===== src/rtl/car_pkg.sv =====
// Shared definitions for the car controllers: 4-bit state codes and default timing.
package car_pkg;

   typedef enum logic [3:0] {
      ST_OFF     = 4'b0000,
      ST_NO_ST   = 4'b0011,
      ST_START   = 4'b0111,
      ST_MOVEF   = 4'b0110,
      ST_MOVEB   = 4'b0101,
      // codes owned by the semi-auto controller
      ST_SA_1000 = 4'b1000,
      ST_SA_1001 = 4'b1001,
      ST_SA_1010 = 4'b1010,
      ST_SA_1011 = 4'b1011,
      ST_SA_1110 = 4'b1110,
      ST_SA_1111 = 4'b1111
   } car_state_e;

   localparam int PWR_HOLD_DEF  = 100_000_000;
   localparam int DB_CYC_DEF    = 2_000_000;
   localparam int MILE_TICK_DEF = 10_000_000;

endpackage


===== src/rtl/debounce.sv =====
// Two-flop synchronizer followed by a stable-count filter on one raw input.
module debounce
   import car_pkg::*;
#(
   parameter int DB_CYC = DB_CYC_DEF
) (
   input  logic clk,
   input  logic rst_n,
   input  logic i_raw,
   output logic o_level
);

   localparam int                CNT_W   = $clog2(DB_CYC + 1);
   localparam logic [CNT_W-1:0]  CNT_MAX = CNT_W'(DB_CYC - 1);

   logic [1:0]       r_sync;
   logic             r_level;
   logic [CNT_W-1:0] r_cnt;

   always_ff @(posedge clk or negedge rst_n) begin
      if (!rst_n) begin
         r_sync  <= '0;
         r_level <= 1'b0;
         r_cnt   <= '0;
      end else begin
         r_sync <= {r_sync[0], i_raw};
         // level flips only after DB_CYC consecutive disagreeing samples
         if (r_sync[1] != r_level) begin
            if (r_cnt == CNT_MAX) begin
               r_level <= r_sync[1];
               r_cnt   <= '0;
            end else begin
               r_cnt <= r_cnt + CNT_W'(1);
            end
         end else begin
            r_cnt <= '0;
         end
      end
   end

   assign o_level = r_level;

endmodule


===== src/rtl/car_state_ctrl.sv =====
// Manual-driving controller: debounced driver controls to car state code,
// plus mileage counting and turn indicators.
//
//   state | meaning
//   OFF   | powered down, waiting for a long power-button hold
//   NO_ST | powered, engine not started
//   START | engine running, not moving
//   MOVEF | moving forward
//   MOVEB | moving in reverse
module car_state_ctrl
   import car_pkg::*;
#(
   parameter int PWR_HOLD  = PWR_HOLD_DEF,
   parameter int DB_CYC    = DB_CYC_DEF,
   parameter int MILE_TICK = MILE_TICK_DEF
) (
   input  logic        clk,
   input  logic        rst_n,
   input  logic        power_btn,
   input  logic        throttle,
   input  logic        clutch,
   input  logic        brake,
   input  logic        reverse,
   input  logic        turn_left,
   input  logic        turn_right,
   output logic [3:0]  state,
   output logic [23:0] mileage,
   output logic [1:0]  turn_led
);

   localparam int               HOLD_W   = $clog2(PWR_HOLD + 1);
   localparam int               TICK_W   = $clog2(MILE_TICK + 1);
   localparam logic [HOLD_W-1:0] HOLD_MAX = HOLD_W'(PWR_HOLD - 1);
   localparam logic [TICK_W-1:0] TICK_MAX = TICK_W'(MILE_TICK - 1);

   logic [6:0] w_raw;
   logic [6:0] w_db;
   logic       w_pb, w_th, w_cl, w_br, w_rv, w_tl, w_tr;

   assign w_raw = {power_btn, throttle, clutch, brake, reverse, turn_left, turn_right};
   assign {w_pb, w_th, w_cl, w_br, w_rv, w_tl, w_tr} = w_db;

   for (genvar g = 0; g < 7; g++) begin : g_db
      debounce #(.DB_CYC(DB_CYC)) u_db (
         .clk     (clk),
         .rst_n   (rst_n),
         .i_raw   (w_raw[g]),
         .o_level (w_db[g])
      );
   end

   car_state_e        r_state;
   car_state_e        w_next;
   logic              r_pb_d;
   logic [HOLD_W-1:0] r_hold_cnt;
   logic [TICK_W-1:0] r_tick_cnt;
   logic [23:0]       r_mileage;
   logic [1:0]        r_turn_led;

   logic       w_pb_rise;
   logic       w_mismatch;
   logic       w_moving;
   logic       w_hold_done;
   logic [1:0] w_led_d;

   assign w_pb_rise   = w_pb && !r_pb_d;
   assign w_hold_done = w_pb && (r_hold_cnt == HOLD_MAX);
   assign w_mismatch  = (r_state == ST_MOVEF) ? w_rv : !w_rv;

   always_ff @(posedge clk or negedge rst_n) begin
      if (!rst_n) r_state <= ST_OFF;
      else        r_state <= w_next;
   end

   always_comb begin
      w_next = r_state;
      // a fresh press powers off from anywhere; the held press after power-on is not an edge
      if (r_state != ST_OFF && w_pb_rise) begin
         w_next = ST_OFF;
      end else begin
         case (r_state)
            ST_OFF:   if (w_hold_done) w_next = ST_NO_ST;
            ST_NO_ST: begin
               if (w_th && !w_cl)     w_next = ST_OFF;
               else if (w_th && w_cl) w_next = ST_START;
            end
            ST_START: begin
               if (w_br && !w_th)                w_next = ST_NO_ST;
               else if (w_th && !w_cl && !w_br)  w_next = w_rv ? ST_MOVEB : ST_MOVEF;
            end
            ST_MOVEF, ST_MOVEB: begin
               if (w_mismatch && !w_cl)  w_next = ST_OFF;
               else if (w_br)            w_next = ST_NO_ST;
               else if (w_cl || !w_th)   w_next = ST_START;
            end
            default:  w_next = ST_OFF;
         endcase
      end
   end

   always_comb begin
      w_moving = (r_state == ST_MOVEF) || (r_state == ST_MOVEB);
      w_led_d  = (w_next == ST_OFF) ? 2'b00 : {w_tl, w_tr};
   end

   always_ff @(posedge clk or negedge rst_n) begin
      if (!rst_n) begin
         r_pb_d     <= 1'b0;
         r_hold_cnt <= '0;
         r_tick_cnt <= '0;
         r_mileage  <= '0;
         r_turn_led <= '0;
      end else begin
         r_pb_d     <= w_pb;
         r_turn_led <= w_led_d;

         if (r_state == ST_OFF && w_pb && !w_hold_done) r_hold_cnt <= r_hold_cnt + HOLD_W'(1);
         else                                            r_hold_cnt <= '0;

         if (w_next == ST_OFF) begin
            r_tick_cnt <= '0;
            r_mileage  <= '0;
         end else if (w_moving) begin
            if (r_tick_cnt == TICK_MAX) begin
               r_tick_cnt <= '0;
               if (r_mileage != 24'hFF_FFFF) r_mileage <= r_mileage + 24'd1;
            end else begin
               r_tick_cnt <= r_tick_cnt + TICK_W'(1);
            end
         end
      end
   end

   assign state    = r_state;
   assign mileage  = r_mileage;
   assign turn_led = r_turn_led;

endmodule


===== config.mk =====
export PLATFORM = sky130hd
export DESIGN_NAME = car_state_ctrl
export DESIGN_NICKNAME = d
export VERILOG_FILES = /design/src/rtl/car_pkg.sv /design/src/rtl/debounce.sv /design/src/rtl/car_state_ctrl.sv
export SDC_FILE = /design/constraint.sdc
export NUM_CORES = 1
export LEC_CHECK = 0
export CORE_MARGIN = 10
export CORE_UTILIZATION = 30
export CTS_CLUSTER_SIZE = 30
export DETAILED_ROUTE_END_ITERATION = 16
export SLEW_MARGIN = 0
export SYNTH_ARGS = -nofsm -noshare
export SYNTH_HDL_FRONTEND = slang
export SYNTH_SLANG_ARGS = --single-unit

===== constraint.sdc =====
create_clock -name clk -period 3.5 [get_ports clk]
set_clock_uncertainty 0.15 [all_clocks]
set_input_delay 0.35 -clock clk [delete_from_list [all_inputs] [get_ports clk]]
set_output_delay 0.35 -clock clk [all_outputs]
set_load 0.02 [all_outputs]

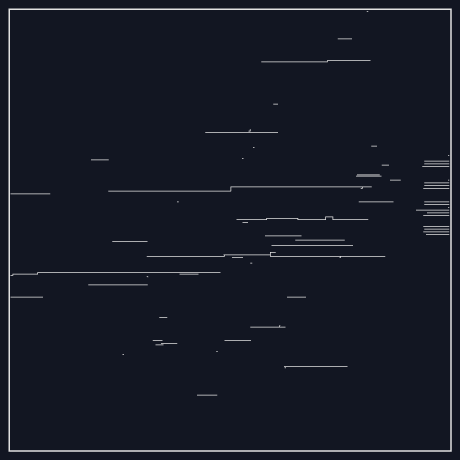
Fig. 1. Metal 3.
Scale: 2 px per µm.
longest straight run: 91.3 µm
share of all routed wire: 4.6%
wire length on this layer: 1070 µm
nets with wire on the layer: 40
final wirelength: 23.2 mm
routed via count: 8355
M3 GR Usage: 1.70%

==> flow_metrics.py <==
# Metrics from the implementation run
metrics = {
    "finish": {
        "lay_top_cells": "dfrtp_1, nor2_1, xor2_1, nand3_1, nand2_1",
        "areaGrowthSynthToFinish_pct": 16.8,
    },
    "detailed_routing": {
        "firstDrtPassIters": 5,
    },
    "power_and_ir_drop": {
        "ir_worst_vdd_mv": 0.313,
    },
    "run_status": {
        "status": "complete, no violations",
    },
    "setup_path": {
        "rrSetupSlack_ns": 0.83,
        "slowest_delay_ns": 0.57,
        "r2r-start": "r_hold_cnt[0]",
    },
    "synth": {
        "mux_share_pct": 0.365,
        "yosysCellCount": 1209,
        "syn_area_mm2": 0.0120,
        "synthArstFlopShare_pct": 100,
        "yosysMostFrequentCell": "dfrtp_1",
        "synth.distinct_cells": 57,
    },
    "global_route": {
        "grt_max_degree": 117,
        "antenna_found_initial": 0,
    },
    "final_timing": {
        "layout_min_cycle_time_ns": 2.67,
        "hold_ws_ns": 0.0976,
        "setup_viol_count_final": 0,
    },
    "die": {
        "die_w_um": 220,
    },
    "clock_network": {
        "cts_tree": "done",
        "cts_setup_buffers": 0,
        "cts.sinks": 250,
    },
    "min_path": {
        "min_to": "g_db[6].u_db.r_sync[0]",
        "hold_path_class": "input pin to flop",
    },
}
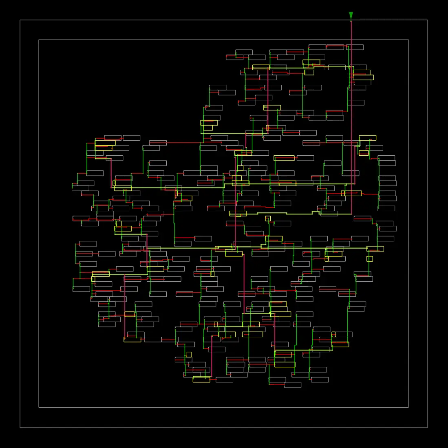
Fig. 2. The clock network.
CTS Buf Count: 29
clk latency late pin: 0.55 ns

-- area by class of cell --
class / instances / share of cell area (%)
Clock buffer: 37 / 5.75
Clock inverter: 17 / 1.78
Inverter: 18 / 0.482
Multi-Input combinational cell: 904 / 39.3
Sequential cell: 250 / 44.6
Tap cell: 525 / 4.69
Timing Repair Buffer: 47 / 3.34
-- sequential cells by signal, summed over array words and instances (netlist names) --
signal / flops
r_hold_cnt: 27
turn_led: 2
r_tick_cnt: 24
r_pb_d: 1
mileage: 24
g_db.u_db.r_cnt: 147
state: 4
g_db.u_db.o_level: 7
g_db.u_db.r_sync: 14
-- worst reg2reg max path: cells and delay by family (launching register included) --
family,cells,cell delay [ns]
AND/OR/NAND/NOR,4,1.20
AND-OR/OR-AND,2,0.59
flip-flops,1,0.39
adder cells (fa/ha/maj),1,0.19
-- report_power, final --
part / total (µW) / internal, µW / switching, µW
registers: 2950 / 2920 / 26.2
clock network: 3270 / 2070 / 1200
logic: 144 / 40.1 / 103
total: 6360 / 5030 / 1330
-- per-stage QoR --
step	area [µm²]	utilization [%]	worst slack [ns]	std cells
finish	14000	35.4	0.829	1798
floorplan	12000	-	1.10	1209
detailed placement	13000	32.7	0.867	1743
global route	14000	35.4	0.698	1798
global placement	13000	32.7	0.912	1743
CTS	14000	35.4	0.854	1798
-- routing by layer --
metal / vias to the layer above / share of wire [%] / wire length, µm / global-route usage [%]
li1: 4206 / - / - / -
met1: 4029 / 47 / 11000 / 13.2
met2: 93 / 46 / 10800 / 16.0
met3: 27 / 4.6 / 1070 / 1.70
met4: 0 / 1.6 / 363 / 2.56
met5: - / 0 / 0 / 0
-- what timing repair did --
action,4_1_cts,5_1_grt
resized,0,0
hold buffers,1,0
endpoints found under the hold margin,111,0
